## src/rtl/mem_arbiter.sv

```systemverilog
// Purpose: shares one memory port between IF and MEM, with round-robin arbitration and one transaction outstanding.
// Latency: request seen in IDLE at cycle 0, mem_req_o at cycle 1, response strobe at cycle 3 at the earliest.
// Backpressure: a requester holds req until its valid strobe; mem_req_o is held until mem_gnt_i, and a timeout ends the wait.
//
// Ports:
//   clk, resetn_i                        clock and asynchronous active-low reset
//   IF_ARB_*  / ARB_IF_*                 fetch request (read only) and its response (valid, rdata, err)
//   MEM_ARB_* / ARB_MEM_*                load/store request and its response (valid, rdata, err)
//   mem_req_o, mem_we/addr/wdata/be_o    latched command to the memory wrapper
//   mem_gnt_i, mem_rvalid_i, mem_rdata_i memory acceptance and response
module mem_arbiter #(
    parameter int BITSIZE = 32,
    parameter int TIMEOUT = 255
) (
    input  logic                   clk,
    input  logic                   resetn_i,
    input  logic                   IF_ARB_req_i,
    input  logic [BITSIZE-1:0]     IF_ARB_addr_i,
    output logic                   ARB_IF_valid_o,
    output logic [BITSIZE-1:0]     ARB_IF_rdata_o,
    output logic                   ARB_IF_err_o,
    input  logic                   MEM_ARB_req_i,
    input  logic                   MEM_ARB_we_i,
    input  logic [BITSIZE-1:0]     MEM_ARB_addr_i,
    input  logic [BITSIZE-1:0]     MEM_ARB_wdata_i,
    input  logic [BITSIZE/8-1:0]   MEM_ARB_be_i,
    output logic                   ARB_MEM_valid_o,
    output logic [BITSIZE-1:0]     ARB_MEM_rdata_o,
    output logic                   ARB_MEM_err_o,
    output logic                   mem_req_o,
    output logic                   mem_we_o,
    output logic [BITSIZE-1:0]     mem_addr_o,
    output logic [BITSIZE-1:0]     mem_wdata_o,
    output logic [BITSIZE/8-1:0]   mem_be_o,
    input  logic                   mem_gnt_i,
    input  logic                   mem_rvalid_i,
    input  logic [BITSIZE-1:0]     mem_rdata_i
);

    typedef enum logic [1:0] {IDLE = 2'd0, REQ = 2'd1, WAIT = 2'd2, RESP = 2'd3} state_t;

    localparam logic [15:0] TMO = 16'(TIMEOUT);

    state_t               state_q, state_d;
    logic                 owner_q, owner_d;   // 1 = MEM owns the transaction
    logic                 last_q,  last_d;    // 1 = MEM was granted last
    logic [15:0]          cnt_q,   cnt_d;
    logic                 err_q,   err_d;
    logic [BITSIZE-1:0]   rdata_q, rdata_d;
    logic                 we_q,    we_d;
    logic [BITSIZE-1:0]   addr_q,  addr_d;
    logic [BITSIZE-1:0]   wdata_q, wdata_d;
    logic [BITSIZE/8-1:0] be_q,    be_d;
    logic                 grant_mem;
    logic                 resp_if, resp_mem;

    always_ff @(posedge clk or negedge resetn_i) begin
        if (!resetn_i) begin
            state_q <= IDLE;
            owner_q <= 1'b0;
            last_q  <= 1'b0;
            cnt_q   <= '0;
            err_q   <= 1'b0;
            rdata_q <= '0;
            we_q    <= 1'b0;
            addr_q  <= '0;
            wdata_q <= '0;
            be_q    <= '0;
        end else begin
            state_q <= state_d;
            owner_q <= owner_d;
            last_q  <= last_d;
            cnt_q   <= cnt_d;
            err_q   <= err_d;
            rdata_q <= rdata_d;
            we_q    <= we_d;
            addr_q  <= addr_d;
            wdata_q <= wdata_d;
            be_q    <= be_d;
        end
    end

    always_comb begin
        state_d   = state_q;
        owner_d   = owner_q;
        last_d    = last_q;
        cnt_d     = cnt_q;
        err_d     = err_q;
        rdata_d   = rdata_q;
        we_d      = we_q;
        addr_d    = addr_q;
        wdata_d   = wdata_q;
        be_d      = be_q;
        grant_mem = 1'b0;
        unique case (state_q)
            IDLE: begin
                if (IF_ARB_req_i || MEM_ARB_req_i) begin
                    // Under contention the stage not granted last wins.
                    grant_mem = MEM_ARB_req_i && (!IF_ARB_req_i || !last_q);
                    owner_d   = grant_mem;
                    last_d    = grant_mem;
                    cnt_d     = '0;
                    state_d   = REQ;
                    if (grant_mem) begin
                        we_d    = MEM_ARB_we_i;
                        addr_d  = MEM_ARB_addr_i;
                        wdata_d = MEM_ARB_wdata_i;
                        be_d    = MEM_ARB_be_i;
                    end else begin
                        we_d    = 1'b0;
                        addr_d  = IF_ARB_addr_i;
                        wdata_d = '0;
                        be_d    = '1;
                    end
                end
            end
            REQ: begin
                cnt_d = cnt_q + 16'd1;
                if (cnt_q >= TMO) begin
                    state_d = RESP;
                    err_d   = 1'b1;
                    rdata_d = '0;
                end else if (mem_gnt_i) begin
                    state_d = WAIT;
                end
            end
            WAIT: begin
                cnt_d = cnt_q + 16'd1;
                // A response arriving on the timeout cycle still counts as a response.
                if (mem_rvalid_i) begin
                    state_d = RESP;
                    err_d   = 1'b0;
                    rdata_d = we_q ? '0 : mem_rdata_i;
                end else if (cnt_q >= TMO) begin
                    state_d = RESP;
                    err_d   = 1'b1;
                    rdata_d = '0;
                end
            end
            RESP: begin
                state_d = IDLE;
            end
            default: begin
                state_d = IDLE;
            end
        endcase
    end

    always_comb begin
        resp_if         = (state_q == RESP) && !owner_q;
        resp_mem        = (state_q == RESP) &&  owner_q;
        mem_req_o       = (state_q == REQ);
        mem_we_o        = we_q;
        mem_addr_o      = addr_q;
        mem_wdata_o     = wdata_q;
        mem_be_o        = be_q;
        ARB_IF_valid_o  = resp_if;
        ARB_IF_rdata_o  = resp_if ? rdata_q : '0;
        ARB_IF_err_o    = resp_if && err_q;
        ARB_MEM_valid_o = resp_mem;
        ARB_MEM_rdata_o = resp_mem ? rdata_q : '0;
        ARB_MEM_err_o   = resp_mem && err_q;
    end

endmodule

```

## config.mk

```make
export PLATFORM = sky130hd
export DESIGN_NAME = mem_arbiter
export DESIGN_NICKNAME = d
export VERILOG_FILES = /design/src/rtl/mem_arbiter.sv
export SDC_FILE = /design/constraint.sdc
export NUM_CORES = 1
export LEC_CHECK = 0
export CAP_MARGIN = 20
export CORE_MARGIN = 4
export CORE_UTILIZATION = 40
export CTS_BUF_LIST = sky130_fd_sc_hd__clkbuf_4 sky130_fd_sc_hd__clkbuf_8
export CTS_CLUSTER_DIAMETER = 150
export CTS_CLUSTER_SIZE = 20
export DETAILED_ROUTE_END_ITERATION = 6
export GPL_ROUTABILITY_DRIVEN = 0
export GPL_TIMING_DRIVEN = 0
export PLACE_DENSITY = 0.81
export SLEW_MARGIN = 20
export SYNTH_ARGS = -nofsm -noshare
export SYNTH_HDL_FRONTEND = slang
export SYNTH_SLANG_ARGS = --single-unit
```

## constraint.sdc

```tcl
create_clock -name clk -period 2.86 [get_ports clk]
set_input_delay 0.572 -clock clk [delete_from_list [all_inputs] [get_ports clk]]
set_output_delay 0.572 -clock clk [all_outputs]
set_load 0.01 [all_outputs]
```

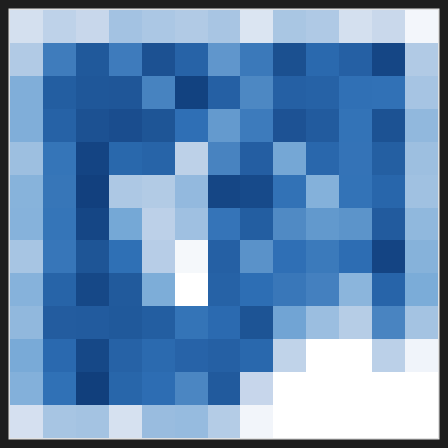
Fig. 1. Placement density heat map.
The die is cut into 13 by 13 equal tiles; white is low, dark blue is high, 0 to 100% covered.
emptiest ninth of the die: lower right
mean over tiles: 56%
tiles over 75% full: 36%
nearly empty tiles: 7.7%
fullest tile: 94%
final core utilization: 67.64%
Floorplan Core Area: 13350 um^2
Initial Utilization: 41.16%

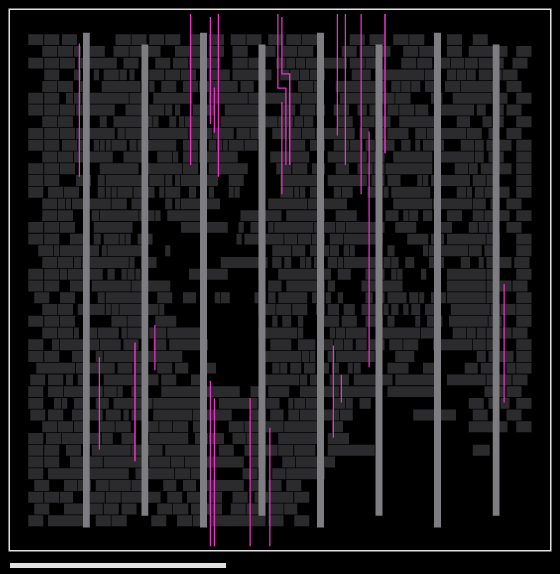
Fig. 2. Signal wires on met4.
Bar = 50 um. Supply wires on this layer in grey.
main direction: vertical
wire length on this layer: 667 um
share of all routed wire: 3.7%
longest straight run: 54.4 um
nets with wire on the layer: 20
DR vias: 5168
final WL: 17860 um

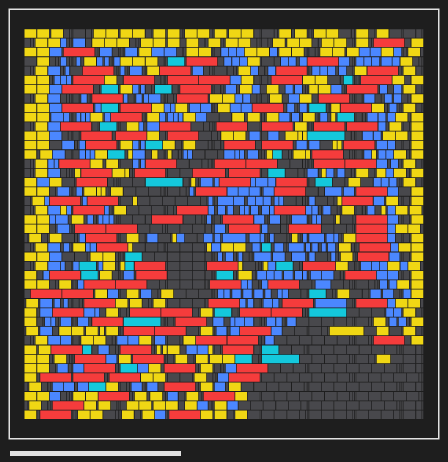
Fig. 3. Cell classes on the final placement.
Bar = 50 um. Fill, decap, tap and diode cells in grey.
| colour | class | cells | share of their area |
|---|---|---|---|
| yellow | remaining buffers and delay cells | 314 | 34% |
| blue | remaining logic cells | 337 | 26% |
| cyan | clock drivers and dummy loads | 32 | 5.6% |
| red | sequential cells | 121 | 34% |
area of all placed cells without fillers: 9029 um^2
row count: 42
fraction of standard cell area that is sequential: 33.58%

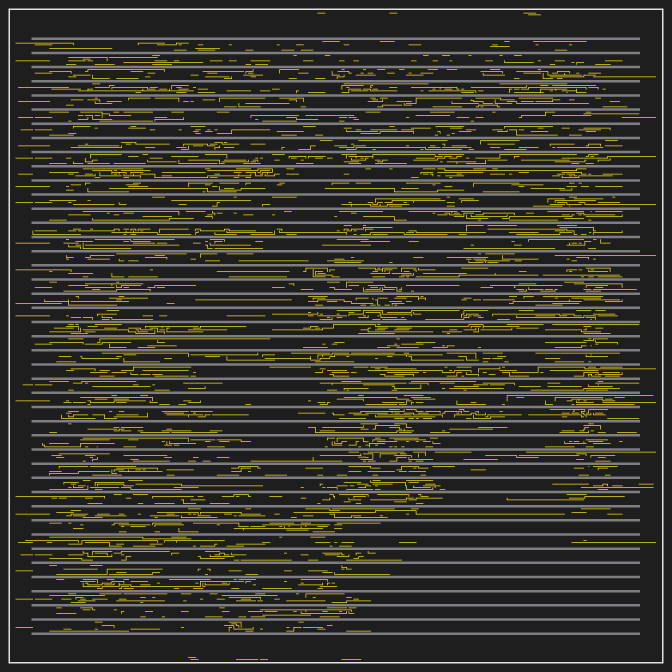
Fig. 4. Signal wires on met1.
Supply wires on this layer in grey.
main direction: horizontal
longest straight run: 32.7 um
met1 usage: 24.54%

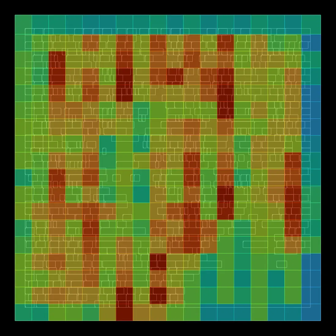
Fig. 5. Routing congestion map.
total global routing track utilization: 22.41%
average routed wire per standard cell: 18.23 um
met2 usage in global routing: 39.42%
Top Usage Layer GRT: met2

==> highlights.md <==
## Cells and area
- **post-synthesis to final-layout area growth** 64.34%
- **number of multi-input combinational cells in the layout** 332
- **number of inverters outside the clock class in the layout** 5
- **non-clock buffer total of the final layout** 314
- **logic area** 2312 um^2
- **non-filler instance count after layout** 980
- **Clock buffer cells** 26
- **number of sequential cells** 121
- **fraction of final layout cells with drive strength greater than 1** 6.841%
- **Area-dominant class** sequential cells
- **clock distribution area overhead in the final layout** 5.432%
- **final layout net count** 936
- **Non-clock buffers, area share** 32.73%
- **filler cell count** 1037
- **share of the final layout cell area in multi-input gates** 25.61%
- **antenna fix cells** 0
- **area occupied by registers** 3032 um^2

## Synthesis
- **Area contributors post-synth** sky130_fd_sc_hd__dfrtp_1 (55%), sky130_fd_sc_hd__a22o_1 (10%), sky130_fd_sc_hd__mux2i_1 (6.0%)
- **synth warn** 0
- **number of standard cells reported by yosys** 496
- **mean area per synthesized cell** 11.08 um^2
- **count of mapped cells out of synthesis** 496
- **Post-Synthesis Net Count** 641
- **most used flip-flop cell** sky130_fd_sc_hd__dfrtp_1
- **post-synth top area cell** sky130_fd_sc_hd__dfrtp_1
- **Synth cell types** 40
- **number of enable-type register cells in the synthesized netlist** 0
- **flip-flop and latch count after synthesis** 121
- **proportion of synthesized flip-flops having asynchronous set or reset** 100.0%
- **chip area estimate from yosys synthesis** 5494 um^2
- **fraction of synthesized cell area taken by the top area cell type** 55.11%
- **sequential cell area fraction in the yosys report** 55.11%
- **combined area of all synthesized cells** 5494 um^2

## Critical path
- **highest net fanout along the worst path** 10
- **critical path startpoint category** register
- **nature of the critical path endpoint** output pin
- **crit-path cells** ha_4 > nor2b_4 > buf_4 > and2_1 > clkdlybuf4s50_1
- **kind of critical path** register to output pin
- **highest cell delay on the worst timing path** 0.53 ns
- **destination of the worst register-to-register timing path** cnt_q[12]
- **reg-to-reg startpoint** state_q[0]
- **first element of the critical path** state_q[1]
- **worst-case reg-to-reg path depth** 8
- **library cell contributing the largest single delay on the critical path** sky130_fd_sc_hd__clkdlybuf4s50_1
- **data required time at the worst endpoint** 2.29 ns
- **Critical path destination** ARB_IF_rdata_o[21]
- **arrival time reported for the critical path endpoint** 2.18 ns
- **worst reg2reg setup slack** 0.33 ns

## Timing
- **maximum clock skew at final layout** 0.009412 ns
- **fraction of the cycle the final worst path needs** 96.11%
- **tightest hold margin** 0.08648 ns
- **final hold vios** 0
- **sum of negative setup slack** 0 ns
- **max frequency** 363.8 MHz
- **unrepaired setup endpoints after global routing** no
- **final number of setup-violating endpoints** 0
- **Worst Setup Slack, final** 0.1113 ns
- **final-report max-slew violation count** 0
- **relative slew slack** 49.19%
- **min Tclk post-route** 2.749 ns
- **transition at the pin with the smallest max-transition slack** 0.7571 ns

## Routing
- **Routed met3 length** 1419 um
- **violation count after the first detailed-routing iteration** 257
- **Metal-1 WL** 6676 um
- **TritonRoute pass-1 iters** 5
- **via density per instance** 5.273
- **Met2 Routed Length** 9100 um
- **tally of nets with antenna violations remaining after routing** 0
- **Top Metal Used** met4
- **number of remaining DRC errors** 0

## CTS
- **latest clock arrival within the worst-skew pair** 0.44 ns
- **cts hold-fix bufs** 0
- **post-CTS clock slew at the launch and capture registers of the worst setup and hold paths** 0.07 ns
- **Clock Tree Buf Depth** 2
- **clock tree sinks** 121
- **TritonCTS clock tree** built
- **cts bufs inserted** 17
- **clock root buffer master** sky130_fd_sc_hd__clkbuf_8
- **setup repair bufs after CTS** 0
- **H-tree depth reported by CTS** 4

## Power and ir drop
- **total power density per cell area** 905.2 nW/um^2
- **leakage dissipation** 0.003976 uW
- **IR Drop Worst-Case VDD** 430.5 uV
- **Design Power** 8173 uW

## Place
- **Port Buffers** 276
- **hpwl dp** 13880 um
- **number of placed instances, taps included** 949
- **placed instance area** 8506 um^2
- **dpl ws** -0.1012 ns

## Global routing
- **antenna violations before repair** 0
- **total grt overflow** 0
- **number of global-route vias before repair** 5436
- **global-route wire length before repair** 28220 um
- **met3 usage** 7.676%
- **largest net degree at the start of global routing** 62

## Floorplanning
- **number of well taps** 176
- **die extent in x** 125.2 um
- **I/O pin total** 277
- **overall chip area** 15670 um^2
- **y dimension of the die** 125.2 um

## Flow run
- **max-capacitance violation count** 0
- **number of warnings in the stage logs** 30

## Status
- **run status** finished clean

## Hold path
- **worst min path class** primary input to async pin

## cell usage in the layout (no fill, tap or decap), types with 5 or more instances in the layout
| cell | count |
|---|---|
| sky130_fd_sc_hd__clkdlybuf4s50_1 | 275 |
| sky130_fd_sc_hd__dfrtp_1 | 118 |
| sky130_fd_sc_hd__a22o_1 | 65 |
| sky130_fd_sc_hd__nand2_1 | 44 |
| sky130_fd_sc_hd__and2_1 | 36 |
| sky130_fd_sc_hd__o21ai_0 | 34 |
| sky130_fd_sc_hd__and3_1 | 33 |
| sky130_fd_sc_hd__mux2i_1 | 33 |
| sky130_fd_sc_hd__clkbuf_1 | 28 |
| sky130_fd_sc_hd__clkbuf_8 | 22 |
| sky130_fd_sc_hd__nor2_1 | 12 |
| sky130_fd_sc_hd__a21oi_1 | 11 |
| sky130_fd_sc_hd__nor4_1 | 6 |
| sky130_fd_sc_hd__o31ai_1 | 6 |
| sky130_fd_sc_hd__or4_1 | 6 |
| sky130_fd_sc_hd__xnor2_1 | 6 |
| sky130_fd_sc_hd__inv_1 | 5 |
| sky130_fd_sc_hd__ha_1 | 5 |
| sky130_fd_sc_hd__bufinv_16 | 5 |
## what timing repair did
item / CTS / global route
gates resized: 9 / 12
setup endpoints to repair: 58 / 38
hold endpoints to repair: 0 / 0
## kinds of logic (layout without fill, tap and decap cells)
family          count (synthesis)  in the layout  synth area share, %
mux                            34             34                6.217
buf+inv                        43            351                3.166
flops                         121            121                55.11
fa+ha+maj                       6              6                1.366
compound gates                129            129                17.15
simple gates                  156            156                15.87
xor+xnor                        7              7                1.116
## power by group
| group | internal (uW) | switching, uW | leakage [uW] |
|---|---|---|---|
| combinational | 1830 | 1690 | 0.00218 |
| sequential | 2340 | 453 | 0.00155 |
| clock | 1200 | 665 | 0.000247 |
## cell usage after synthesis, types with 2 or more instances
cell	instances
sky130_fd_sc_hd__dfrtp_1	121
sky130_fd_sc_hd__a22o_1	65
sky130_fd_sc_hd__nand2_1	44
sky130_fd_sc_hd__and2_1	36
sky130_fd_sc_hd__o21ai_0	34
sky130_fd_sc_hd__and3_1	33
sky130_fd_sc_hd__clkbuf_1	33
sky130_fd_sc_hd__mux2i_1	33
sky130_fd_sc_hd__nor2_1	12
sky130_fd_sc_hd__a21oi_1	11
sky130_fd_sc_hd__ha_1	6
sky130_fd_sc_hd__nor4_1	6
sky130_fd_sc_hd__o31ai_1	6
sky130_fd_sc_hd__or4_1	6
sky130_fd_sc_hd__xnor2_1	6
sky130_fd_sc_hd__inv_1	5
sky130_fd_sc_hd__buf_2	4
sky130_fd_sc_hd__nand3_1	4
sky130_fd_sc_hd__o22a_1	4
sky130_fd_sc_hd__nand4_1	3
sky130_fd_sc_hd__nor4b_1	2
sky130_fd_sc_hd__o21ai_1	2
sky130_fd_sc_hd__or2_2	2
sky130_fd_sc_hd__or3_1	2
## critical path, delay by kind of cell (launching register included)
family / cells / cell delay [ns]
adder cells (fa/ha/maj): 1 / 0.20
buffers and inverters: 2 / 0.72
flip-flops: 1 / 0.42
AND/OR/NAND/NOR: 2 / 0.39
Power and IR drop assume default switching activity.
